`config.mk`:
```
export PLATFORM = sky130hd
export DESIGN_NAME = dircc_multi_send_handler
export DESIGN_NICKNAME = d
export VERILOG_FILES = /design/src/rtl/dircc_multi_send_handler.sv
export SDC_FILE = /design/constraint.sdc
export NUM_CORES = 1
export LEC_CHECK = 0
export ABC_CLOCK_PERIOD_IN_PS = 7030
export CAP_MARGIN = 0
export CORE_MARGIN = 2
export CORE_UTILIZATION = 30
export CTS_CLUSTER_SIZE = 8
export DETAILED_ROUTE_END_ITERATION = 12
export PLACE_DENSITY = 0.61
export SYNTH_ARGS = -nofsm -noshare
export SYNTH_HDL_FRONTEND = slang
export SYNTH_SLANG_ARGS = --single-unit
```
`constraint.sdc`:
```
create_clock -name clk -period 7.03 [get_ports clk]
set_input_delay 0.703 -clock clk [delete_from_list [all_inputs] [get_ports clk]]
set_output_delay 0.703 -clock clk [all_outputs]
set_load 0.02 [all_outputs]
```
`src/rtl/dircc_multi_send_handler.sv`:
```
// dircc_multi_send_handler: drains per-pin RTS counters with round-robin arbitration, then writes device state back
module dircc_multi_send_handler #(
  parameter int ADDRESS_MEM_WIDTH = 32,
  parameter int NUM_PINS = 4,
  parameter int RTS_WIDTH = 16,
  parameter int COUNT_WIDTH = 16,
  parameter int PACKET_DATA_WIDTH = 32,
  localparam int PW = NUM_PINS > 1 ? $clog2(NUM_PINS) : 1,
  localparam int RW = NUM_PINS * RTS_WIDTH
) (
  input  logic                         clk,
  input  logic                         reset_n,
  input  logic [ADDRESS_MEM_WIDTH-1:0] address,
  input  logic                         start,
  input  logic [RW-1:0]                rts_in,
  input  logic [COUNT_WIDTH-1:0]       count_in,
  input  logic                         done_in,
  input  logic                         abort,
  output logic [PACKET_DATA_WIDTH-1:0] packet_out,
  output logic [PW-1:0]                packet_out_pin,
  output logic                         packet_out_valid,
  input  logic                         packet_out_ready,
  output logic [ADDRESS_MEM_WIDTH-1:0] write_address,
  output logic [RW-1:0]                rts_out,
  output logic                         done_out,
  output logic                         stopped_out,
  output logic                         write_state_valid,
  output logic                         busy
);
  typedef enum logic [1:0] {IDLE, SEND, WRITEBACK} state_t;
  state_t state;
  logic [RW-1:0] rts_q, rts_dec;
  logic [COUNT_WIDTH-1:0] count_q;
  logic [ADDRESS_MEM_WIDTH-1:0] addr_q;
  logic done_q, aborted_q, found, hs, last;
  logic [PW-1:0] ptr, sel, ptr_nxt;
  always_comb begin
    sel = '0;
    found = 1'b0;
    for (int i = 0; i < NUM_PINS; i++) begin
      if (!found && rts_q[((int'(ptr) + i) % NUM_PINS) * RTS_WIDTH +: RTS_WIDTH] != '0) begin
        sel = PW'((int'(ptr) + i) % NUM_PINS);
        found = 1'b1;
      end
    end
  end
  assign hs = state == SEND && packet_out_ready && found;
  assign rts_dec = rts_q - (RW'(1) << (int'(sel) * RTS_WIDTH));
  assign last = hs && rts_dec == '0;
  assign ptr_nxt = sel == PW'(NUM_PINS - 1) ? '0 : sel + 1'b1;
  always_ff @(posedge clk or negedge reset_n)
    if (!reset_n) begin
      state <= IDLE;
      rts_q <= '0;
      count_q <= '0;
      addr_q <= '0;
      done_q <= 1'b0;
      aborted_q <= 1'b0;
      ptr <= '0;
    end else if (state == IDLE) begin
      if (start) begin
        rts_q <= rts_in;
        count_q <= count_in;
        addr_q <= address;
        done_q <= done_in;
        aborted_q <= 1'b0;
        state <= |rts_in ? SEND : WRITEBACK;
      end
    end else if (state == SEND) begin
      if (hs) begin
        rts_q <= rts_dec;
        ptr <= ptr_nxt;
      end
      if (abort || last) begin
        state <= WRITEBACK;
        aborted_q <= abort;
      end
    end else
      state <= IDLE;
  assign packet_out = PACKET_DATA_WIDTH'(count_q);
  assign packet_out_pin = sel;
  assign packet_out_valid = state == SEND;
  assign write_state_valid = state == WRITEBACK;
  assign write_address = addr_q;
  assign rts_out = rts_q;
  assign done_out = done_q;
  assign stopped_out = done_q && rts_q == '0 && !aborted_q;
  assign busy = state != IDLE;
endmodule

```
cell_density.png
The die is cut into 18 by 18 equal tiles; white is low, dark blue is high, 0 to 100% covered.
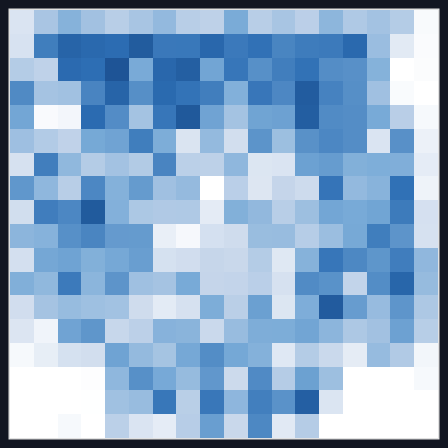
fullest tile: 85%
tiles over 75% full: 6.2%
emptiest ninth of the die: south-west

congestion.png
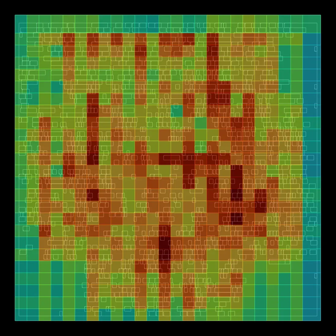
M1 GR Usage: 37.85%
WL per Instance: 23.97 microns
grt met2 use: 44.41%
Total GRT Usage: 27.85%
Final Util: 44.74%

logic_types.png
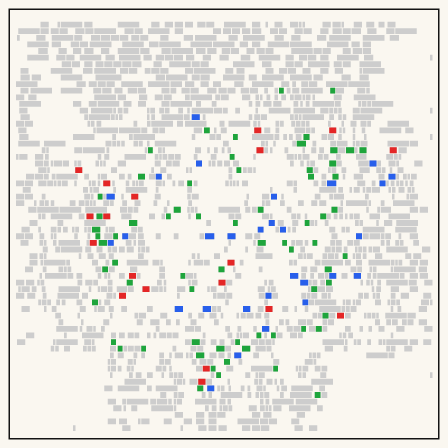
legend:
  blue:
    family: AND-OR and OR-AND gates
    cells: 29
  red:
    family: XOR/XNOR gates
    cells: 19
    most_used: xnor2_1
  green:
    family: AND and OR gates
    cells: 67
    most_used: or4_1

==> flow_summary.json <==
{
  "crit_top_cell": "ha_1",
  "ys_ff": 118,
  "xor_share_pct": 1.875,
  "path_delay_family": "AND-OR/OR-AND gates",
  "layout-drive-gt1-share_pct": 17.81,
  "yosys-stat-area_sq_um": 8874,
  "vias": 10549,
  "power_mw": 5.805,
  "max-vdd-ir-drop_uv": 196.9,
  "nets": 1546,
  "synth.most_common_cell": "dfrtp_1",
  "met3_length_microns": 3247,
  "first_pass_iters": 5,
  "antenna_cells": 0,
  "drt_iter0_markers": 912,
  "synth_cell_types": 76,
  "drtAntennaViolNets": 0,
  "async_flop_share_pct": 100.0,
  "final-nonclk-buf-share_pct": 26.39,
  "powerDensity_nw_per_um2": 448.4,
  "drv_slew": 0,
  "numCtsBuffers": 17,
  "setup_viol": 0,
  "endpoint_kind": "register",
  "dp_cells": 1784,
  "largestClassByArea": "combinational gates",
  "clock_buffers": 18,
  "status": "completed",
  "hold_viol": 0,
  "edf_count": 0,
  "p_leak_nw": 4.845,
  "largest_reg_flops": 64,
  "cts_setup_buffers": 0,
  "ys_sh_aoi_pct": 22.83,
  "netlist_logic_family_top": "simple AND/OR/NAND/NOR gates",
  "ys_warn_count": 0,
  "drt-total-wl_microns": 43540,
  "pg_clk_uw": 888,
  "synth_top_cell_by_area": "dfrtp_1",
  "critPathLaunch": "rts_out[25]",
  "slew_headroom_pct": 29.51,
  "antenna_found_initial": 0,
  "netSwitchingPower_mw": 2.825,
  "pre_cts_ws_ns": 0.3834,
  "port_buffers": 236,
  "rsz0062_at_grt": "no",
  "fp-row-count": 62,
  "synth_cells": 1119,
  "avgSynthCellArea_sq_um": 7.930,
  "r2r_cells": 23,
  "cts_htree_levels": 4,
  "switching_share_pct": 48.67,
  "logic_area_sq_um": 5431,
  "fp_util_pct": 30.67,
  "seq_area_share_pct": 22.81,
  "post-route-period-util_pct": 93.33,
  "maxCapViolations": 0,
  "placed_area_sq_um": 12360,
  "postSynthSeqShare_pct": 33.28,
  "cp_slowest_stage_delay_ns": 0.63,
  "clkSinkCount": 118,
  "layout_setup_ws_ns": 0.4692,
  "grt_pass1_vias": 10099,
  "crit_type": "register to register",
  "hpwl_microns": 33930,
  "arrival_ns": 6.88,
  "fill_cells": 2896,
  "chipHeight_microns": 176.0,
  "crit_fanout": 11,
  "flops": 118,
  "warning_count": 29,
  "worstSetupStartpointType": "register",
  "clk_share_pct": 4.475,
  "comb-cell-share_pct": 41.96,
  "cts.path.max_buffers": 2,
  "ys_top_cells_by_area": "dfrtp_1 (33%), mux2_2 (6.7%), a21oi_1 (6.0%)",
  "signal_buffers": 375,
  "timing.rr.start": "rts_out[25]",
  "ys_top_cells_by_count": "dfrtp_1 (118), a21oi_1 (107), nand2_1 (106), nor2_1 (99)",
  "busiest_layer": "met2",
  "postCtsResizedCells": 0,
  "via_per_inst": 5.809,
  "cts_tree": "done",
  "layout_top_cell": "clkdlybuf4s50_1"
}
